`src/rtl/osc_pkg.sv`:
```
`default_nettype none
// +----------------------------------------------------------------------+
// | osc_pkg                                                              |
// | Shared types and defaults for the ring-oscillator measurement block. |
// | Revision: 1.0                                                        |
// +----------------------------------------------------------------------+
package osc_pkg;

  localparam int OSC_CNT_W         = 32;
  localparam int DEF_GATE_W        = 24;
  localparam int DEF_RST_CYCLES    = 4;
  localparam int DEF_SETTLE_CYCLES = 16;
  localparam int DEF_MAX_TRIES     = 8;

  typedef enum logic [2:0] {
    ST_IDLE   = 3'd0,
    ST_CLEAR  = 3'd1,
    ST_RUN    = 3'd2,
    ST_STOP   = 3'd3,
    ST_SAMPLE = 3'd4,
    ST_DONE   = 3'd5
  } osc_state_e;

endpackage
`default_nettype wire

```
`src/rtl/osc_cnt_sync.sv`:
```
`default_nettype none
// +----------------------------------------------------------------------+
// | osc_cnt_sync                                                         |
// | Two-flop synchronizer for the oscillator count plus stability check. |
// | Revision: 1.0                                                        |
// +----------------------------------------------------------------------+
module osc_cnt_sync
  import osc_pkg::*;
#(
  parameter int WIDTH = OSC_CNT_W
) (
  input  logic             clk,
  input  logic             rst_n,
  input  logic [WIDTH-1:0] osc_counter,
  output logic             stable,
  output logic [WIDTH-1:0] value
);

  logic [WIDTH-1:0] r_sync1;
  logic [WIDTH-1:0] r_sync2;
  logic [WIDTH-1:0] r_prev;

  // Bits may resolve on different cycles; two equal consecutive samples mean a coherent word.
  always_ff @(posedge clk or negedge rst_n) begin
    if (!rst_n) begin
      r_sync1 <= '0;
      r_sync2 <= '0;
      r_prev  <= '0;
    end else begin
      r_sync1 <= osc_counter;
      r_sync2 <= r_sync1;
      r_prev  <= r_sync2;
    end
  end

  assign stable = (r_sync2 == r_prev);
  assign value  = r_sync2;

endmodule
`default_nettype wire

```
`src/rtl/osc_meter.sv`:
```
`default_nettype none
// +----------------------------------------------------------------------+
// | osc_meter                                                            |
// | Gated ring-oscillator measurement controller with safe CDC readback. |
// | Revision: 1.0                                                        |
// +----------------------------------------------------------------------+
module osc_meter
  import osc_pkg::*;
#(
  parameter int GATE_W        = DEF_GATE_W,
  parameter int RST_CYCLES    = DEF_RST_CYCLES,
  parameter int SETTLE_CYCLES = DEF_SETTLE_CYCLES,
  parameter int MAX_TRIES     = DEF_MAX_TRIES
) (
  input  logic                 clk,
  input  logic                 rst_n,
  input  logic                 start,
  input  logic [GATE_W-1:0]    gate_cycles,
  output logic                 busy,
  output logic                 done,
  output logic [OSC_CNT_W-1:0] result,
  output logic                 err,
  output logic                 osc_rst,
  output logic                 osc_halt,
  input  logic [OSC_CNT_W-1:0] osc_counter
);

  localparam int c_TRY_W = $clog2(MAX_TRIES + 1);

  osc_state_e           r_state;
  osc_state_e           w_state_next;
  logic [GATE_W-1:0]    r_gate;
  logic [GATE_W-1:0]    r_gate_cnt;
  logic [31:0]          r_settle_cnt;
  logic [c_TRY_W-1:0]   r_try;
  logic [OSC_CNT_W-1:0] r_result;
  logic                 r_err;
  logic                 r_osc_rst;
  logic                 r_osc_halt;

  logic                 w_stable;
  logic [OSC_CNT_W-1:0] w_value;
  logic [GATE_W-1:0]    w_gate_eff;
  logic                 w_fill_done;
  logic                 w_last_try;
  logic                 w_capture;

  osc_cnt_sync #(
    .WIDTH (OSC_CNT_W)
  ) u_sync (
    .clk         (clk),
    .rst_n       (rst_n),
    .osc_counter (osc_counter),
    .stable      (w_stable),
    .value       (w_value)
  );

  assign w_gate_eff  = (gate_cycles == '0) ? GATE_W'(1) : gate_cycles;
  // The shared phase counter doubles as the synchronizer-fill delay inside SAMPLE.
  assign w_fill_done = (r_settle_cnt >= 32'd2);
  assign w_last_try  = (r_try == c_TRY_W'(MAX_TRIES - 1));
  assign w_capture   = (r_state == ST_SAMPLE) && w_fill_done && (w_stable || w_last_try);

  always_comb begin
    w_state_next = r_state;
    case (r_state)
      ST_IDLE:   if (start) w_state_next = ST_CLEAR;
      ST_CLEAR:  if (r_settle_cnt == 32'(RST_CYCLES - 1)) w_state_next = ST_RUN;
      ST_RUN:    if (r_gate_cnt == r_gate - GATE_W'(1)) w_state_next = ST_STOP;
      ST_STOP:   if (r_settle_cnt == 32'(SETTLE_CYCLES - 1)) w_state_next = ST_SAMPLE;
      ST_SAMPLE: if (w_capture) w_state_next = ST_DONE;
      ST_DONE:   w_state_next = ST_IDLE;
      default:   w_state_next = ST_IDLE;
    endcase
  end

  always_ff @(posedge clk or negedge rst_n) begin
    if (!rst_n) begin
      r_state <= ST_IDLE;
    end else begin
      r_state <= w_state_next;
    end
  end

  always_ff @(posedge clk or negedge rst_n) begin
    if (!rst_n) begin
      r_gate       <= GATE_W'(1);
      r_gate_cnt   <= '0;
      r_settle_cnt <= '0;
      r_try        <= '0;
    end else begin
      if (r_state == ST_IDLE && start) begin
        r_gate <= w_gate_eff;
      end
      r_gate_cnt   <= (r_state == ST_RUN && w_state_next == ST_RUN) ? r_gate_cnt + GATE_W'(1) : '0;
      r_settle_cnt <= (w_state_next == r_state) ? r_settle_cnt + 32'd1 : 32'd0;
      if (r_state == ST_SAMPLE) begin
        if (w_fill_done && !w_stable) begin
          r_try <= r_try + c_TRY_W'(1);
        end
      end else begin
        r_try <= '0;
      end
    end
  end

  // Oscillator controls are registered from the next state so they track state exactly.
  always_ff @(posedge clk or negedge rst_n) begin
    if (!rst_n) begin
      r_result   <= '0;
      r_err      <= 1'b0;
      r_osc_rst  <= 1'b1;
      r_osc_halt <= 1'b1;
    end else begin
      if (w_capture) begin
        r_result <= w_value;
        r_err    <= !w_stable;
      end
      r_osc_rst  <= (w_state_next == ST_CLEAR);
      r_osc_halt <= (w_state_next != ST_RUN);
    end
  end

  assign busy     = (r_state != ST_IDLE);
  assign done     = (r_state == ST_DONE);
  assign result   = r_result;
  assign err      = r_err;
  assign osc_rst  = r_osc_rst;
  assign osc_halt = r_osc_halt;

endmodule
`default_nettype wire

```
`config.mk`:
```
export PLATFORM = sky130hd
export DESIGN_NAME = osc_meter
export DESIGN_NICKNAME = d
export VERILOG_FILES = /design/src/rtl/osc_pkg.sv /design/src/rtl/osc_cnt_sync.sv /design/src/rtl/osc_meter.sv
export SDC_FILE = /design/constraint.sdc
export NUM_CORES = 1
export LEC_CHECK = 0
export CAP_MARGIN = 15
export CORE_ASPECT_RATIO = 1.4
export CORE_MARGIN = 4
export CORE_UTILIZATION = 23
export DETAILED_ROUTE_END_ITERATION = 6
export PLACE_DENSITY = 0.41
export SKIP_CTS_REPAIR_TIMING = 1
export SLEW_MARGIN = 10
export SYNTH_ARGS = -nofsm -noshare
export SYNTH_HDL_FRONTEND = slang
export SYNTH_SLANG_ARGS = --single-unit
```
`constraint.sdc`:
```
create_clock -name clk -period 6.76 [get_ports clk]
set_input_delay 0.676 -clock clk [delete_from_list [all_inputs] [get_ports clk]]
set_output_delay 0.676 -clock clk [all_outputs]
set_load 0.1 [all_outputs]
```
Run 1, supply network:
(2 px per um) Pins as bars on the die edge. Tap cells in grey.
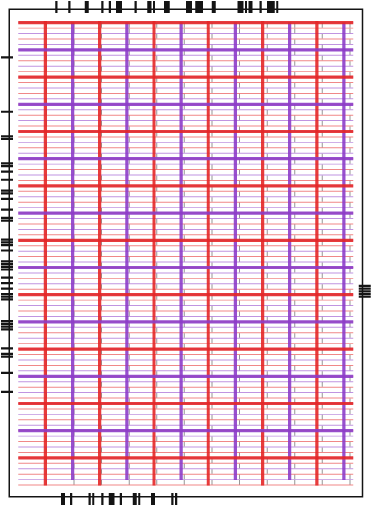
purple -> VDD
red -> VSS
tap cells = 522
rows = 85
CORE AREA: 38710 um^2
Die Wd: 175.8 um
worst vdd ir: 0.1494 mV
Die Y: 243.0 um

Run 1, cells coloured by class:
(2 px per um) Fill, decap, tap and diode cells in grey.
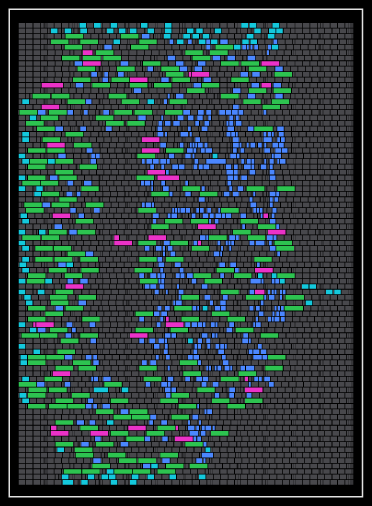
blue -> combinational and other logic  # cells 480
green -> sequential cells  # cells 218
cyan -> remaining buffers and delay cells  # cells 103
magenta -> clock drivers and dummy loads  # cells 39
Seq area share: 47.83%
num rows: 85
Util after Layout: 29.48%

Run 1, routed clock nets over the placement:
(1.5 px per um)
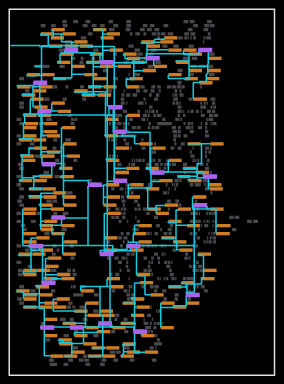
orange -> flip-flops  # count 218
purple -> clock drivers  # count 24
cyan -> clock wires  # length 3220 um
routed clock nets = 25
Clock net power: 0.00130 W
final clock skew: 0.008933 ns

==> summary.txt, run 1 <==
fresh numbers from the pnr run: outcome finished, final reports clean, Synth Instances 726, Sw Share 27.90%, Worst Setup EP r_settle_cnt[12], Clk pin slew, worst setup/hold paths 0.06 ns, Post-synth top cells 215 x dfrtp_1, 81 x xnor2_1, 53 x mux2_2, endpoints failing setup 0, layout cells sized above 1 12.98%, H-tree depth 1, max cap viols 0, most frequent cell after synthesis dfrtp_1, Syn Nets 790, seq_cells 218, DP HPWL 13.73 mm, Cell Area, Placed 10640 um^2, Register Area 5459 um^2, r2r setup slk 3.14 ns, WL/cell 15.06 um, slowest CP cell or4b_1, GR peak layer met2, startpoint types register, clock network power share 37.2%, FF-to-FF path depth 10, comb area leader simple AND/OR/NAND/NOR gates, Mapped Area 9071 um^2, clk tree area frac 6.808%, top-area cell type share of the netlist area 59.31%, first-pass GRT wire length 34.20 mm, Core Util at FP 23.43%, final worst slack 3.143 ns, IO Port Bufs 95, Slew HR 31.27%, Flop pwr share 47.8%, global routing usage on met2 17.82%, grt met3 use 1.805%, cycle use final 53.51%, ys async rst share 100.0%, Top Layout Cells 215 x dfrtp_1, 94 x clkdlybuf4s50_1, 81 x xnor2_1, WL met1 8.338 mm, Reg2Reg Launch Point r_gate[1], logic share of the area 30.27%, clock sink count 218, met3 WL 805 um, Total Power 0.003491 W, simple share 15.75%, # clk buffers 31, Reg-to-Reg End r_settle_cnt[12], Layout area overhead 25.82%, clock buffer count from CTS 24, Flops after synth 218, Max Slew Vio Count 0, vias per std cell 4.227, Nets 891, pin count of the biggest net entering global routing 122, Final min period 3.617 ns, critical path class reg -> reg, main flop type dfrtp_1, Repair and plain buffers 103, total gr overflow 0, GP Congestion 0.7670, CP Data Arrival Time 4.03 ns, Sum Neg Setup Slack 0 ns, Final Instance Area 11410 um^2, FMAX 276.5 MHz, total wire length 20.52 mm, Pre-antenna DRT Iters 4, met1 usage 11.30%, drt drc 0, mux cell area share after synthesis 6.910%, Flop+latch power 0.00167 W, area share of xor/xnor cells in the synthesized design 11.49%, top cells, area dfrtp_1 59%, xnor2_1 7.8%, mux2_2 6.6%, io pins 96, Fin Hold WS 0.1711 ns, Non-clock buffer share 9.011%, initial DRC count 223, logic area 3455 um^2, chip area 42730 um^2, crit-path max FO 58, Worst path top cell family by delay simple AND/OR/NAND/NOR gates, Top Layer Used met4, crit path from r_gate[1], count of library flops with an enable pin 0, Final ANT Viol Nets 0, CTS max path bufs 3, buffers and inverters on the worst path 2, initial antenna violation count 0, Avg Inst Size Synth 12.49 um^2
Run 1, congestion heat map:
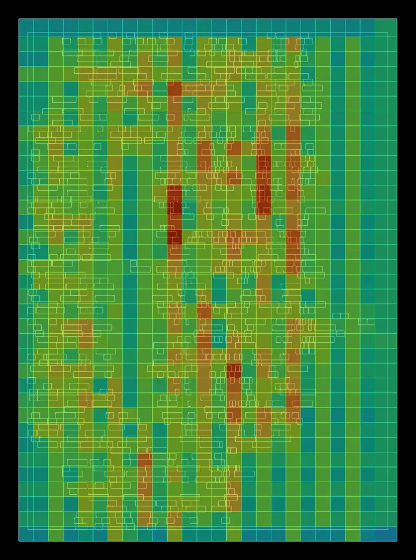

==> run 1 -> run 2 <==
Settings changed: PLACE_DENSITY 0.41 to 0.43.
Clock period 6.76 ns to 2.95 ns, I/O delays scaled along.
Run 2, congestion heat map:
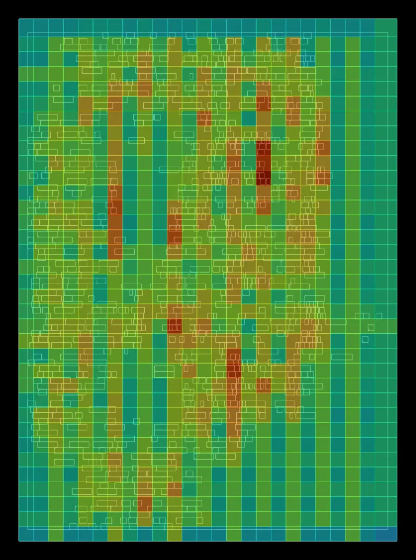
grt met3 use: 1.805%
GR peak layer: met2
GRT Util Overall: 9.729%
WL/cell: 14.92 um

==> run 2 against run 1 <==
  * The run now ends with setup timing left
  * Cell area up 4.8%
  * Fmax increased by 21%
  * Setup slack worse by 3.2 ns
  * Worst hold slack gained 0.040 ns
  * Synthesized cell count unchanged
  * Non-clock buffer count up 46
  * Highest routed layer unchanged
==> summary.txt, run 2 <==
fresh numbers from the pnr run: Seq area share 45.63% (-2.2 points), GP Congestion 0.7986 (+4.1%), critical path class reg -> reg, chip area 42730 um^2 (unchanged), Repair and plain buffers 149 (+45%), slowest CP cell or4_4, total wire length 21.08 mm (+2.7%), cycle use final 101.1% (+48 points), Worst Setup EP r_settle_cnt[13], Top Layout Cells 215 x dfrtp_1, 81 x xnor2_1, 81 x buf_4, Non-clock buffer share 11.61% (+2.6 points), endpoints failing setup 47 (+47), outcome complete, but fails checks, Nets 937 (+5.2%), total gr overflow 0 (unchanged), CORE AREA 38710 um^2 (unchanged), failing checks setup timing, H-tree depth 1 (unchanged), num rows 85 (unchanged), crit path from r_gate[14], area share of xor/xnor cells in the synthesized design 11.49% (unchanged), clock network power share 36.2% (-1.0 points), io pins 96 (unchanged), clock buffer count from CTS 24 (unchanged), Flop pwr share 43.7% (-4.1 points), logic area 3592 um^2 (+4.0%), # clk buffers 30 (-3.2%), final worst slack -0.03303 ns (-3.176 ns), initial DRC count 209 (-6.3%), Syn Nets 790 (unchanged), top-area cell type share of the netlist area 59.31% (unchanged), CTS max path bufs 3 (unchanged), Fin Hold WS 0.2111 ns (+0.03992 ns), first-pass GRT wire length 34.10 mm (-0.28%), Reg-to-Reg End r_settle_cnt[13], FMAX 335.2 MHz (+21%), r2r setup slk -0.03 ns (-3.18 ns), DP HPWL 15.07 mm (+9.7%), Sum Neg Setup Slack -0.5681 ns (-0.5681 ns), FF-to-FF path depth 9 (-1), CP Data Arrival Time 3.38 ns (-0.65 ns), WL met1 8.520 mm (+2.2%), seq_cells 218 (unchanged), Final min period 2.983 ns (-0.6341 ns), worst vdd ir 0.5482 mV (+270%), Post-synth top cells 215 x dfrtp_1, 81 x xnor2_1, 53 x mux2_2, Top Layer Used met4, Clock net power 0.00308 W (+140%), vias per std cell 4.212 (-0.36%), clock sink count 218 (unchanged)
Run 2, cells coloured by class:
(2 px per um) Fill, decap, tap and diode cells in grey.
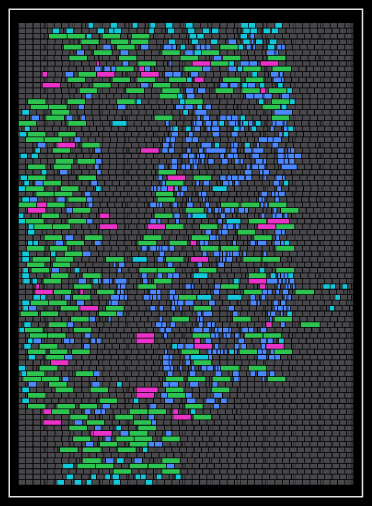

==> run 2 -> run 3 <==
Settings changed: REMOVE_ABC_BUFFERS from default to 1.
Run 3, cells coloured by class:
(2 px per um) Fill, decap, tap and diode cells in grey.
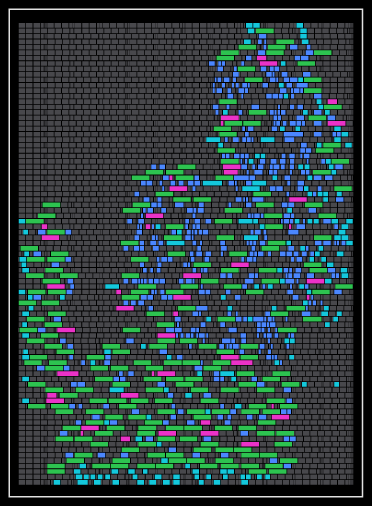
cyan -> remaining buffers and delay cells  # cells 168
green -> sequential cells  # cells 218
blue -> combinational and other logic  # cells 480
magenta -> clock drivers and dummy loads  # cells 44
Final Instance Area: 12080 um^2
Util after Layout: 31.22%

==> run 3 against run 2 <==
  * The run still ends with setup timing left
  * Cell count up 1.3%
  * Die size unchanged
  * Global-route usage up 0.36 points
  * Critical endpoint is now r_settle_cnt[9]
  * Highest routed layer unchanged
==> summary.txt, run 3 <==
fresh numbers from the pnr run: DP HPWL 15.13 mm (+0.39%), Reg-to-Reg End r_settle_cnt[9], initial DRC count 221 (+5.7%), Sum Neg Setup Slack -5.918 ns (-5.350 ns), cycle use final 104.7% (+3.6 points), FF-to-FF path depth 10 (+1), Crit path top cell by count or4_4, # clk buffers 35 (+17%), clock buffer count from CTS 25 (+4.2%), Seq area share 45.17% (-0.45 points), Flop pwr share 43.9% (+0.2 points), Repair and plain buffers 168 (+13%), Worst path depth 10, inverters 11, io pins 96 (unchanged), Synth Instances 726, Reg2Reg Launch Point r_gate[14], final worst slack -0.1389 ns (-0.1059 ns), top-area cell type share of the netlist area 59.31% (unchanged), Final min period 3.089 ns (+0.1059 ns), clock sink count 218 (unchanged), worst vdd ir 0.3389 mV (-38%), logic area 3527 um^2 (-1.8%), r2r setup slk -0.14 ns (-0.11 ns), Mapped Area 9071 um^2, grt met3 use 1.696% (-0.11 points), Non-clock buffer share 12.98% (+1.4 points), slowest CP cell or4_4, Main power group registers, critical path class reg -> reg, first-pass GRT wire length 35.32 mm (+3.6%), Fin Hold WS 0.1917 ns (-0.01932 ns), crit path from r_gate[14], endpoints failing setup 56 (+19%), WL/cell 15.09 um (+1.1%), Post-synth top cells 215 x dfrtp_1, 81 x xnor2_1, 53 x mux2_2, clock network power share 36.8% (+0.6 points), Top Layout Cells 215 x dfrtp_1, 98 x buf_4, 81 x xnor2_1, Top Layer Used met4, FMAX 323.7 MHz (-3.4%), GR peak layer met2, chip area 42730 um^2 (unchanged), Slew HR 51.04%, Flops after synth 218, CP Data Arrival Time 3.51 ns (+0.13 ns), clk tree area frac 6.906%, WL met1 9.004 mm (+5.7%), area share of xor/xnor cells in the synthesized design 11.49% (unchanged), H-tree depth 1 (unchanged), YS chip area 9071 um^2, Avg Inst Size Synth 12.49 um^2, Worst Setup EP r_settle_cnt[9], hold-critical path depth 1, Adder Area Share 0.6897%, outcome complete, but fails checks, buffers and inverters on the worst path 3, total gr overflow 0 (unchanged), Post-Layout Cell Count 1432, ys async rst share 100.0%, failing checks setup timing, CTS max path bufs 3 (unchanged), GP Congestion 0.7376 (-7.6%), GRT Util Overall 10.09% (+0.36 points), Nets 957 (+2.1%), FILL cells 3992, total wire length 21.61 mm (+2.5%), vias per std cell 4.172 (-0.95%), Cell Area, Placed 11080 um^2, seq_cells 218 (unchanged), CORE AREA 38710 um^2 (unchanged), Skew-Pair Late Insertion Delay 0.54 ns, num rows 85 (unchanged), Clock net power 0.00312 W (+1%), met3 WL 751 um, crit-path max FO 12
Power is estimated from default activity; no workload was simulated.
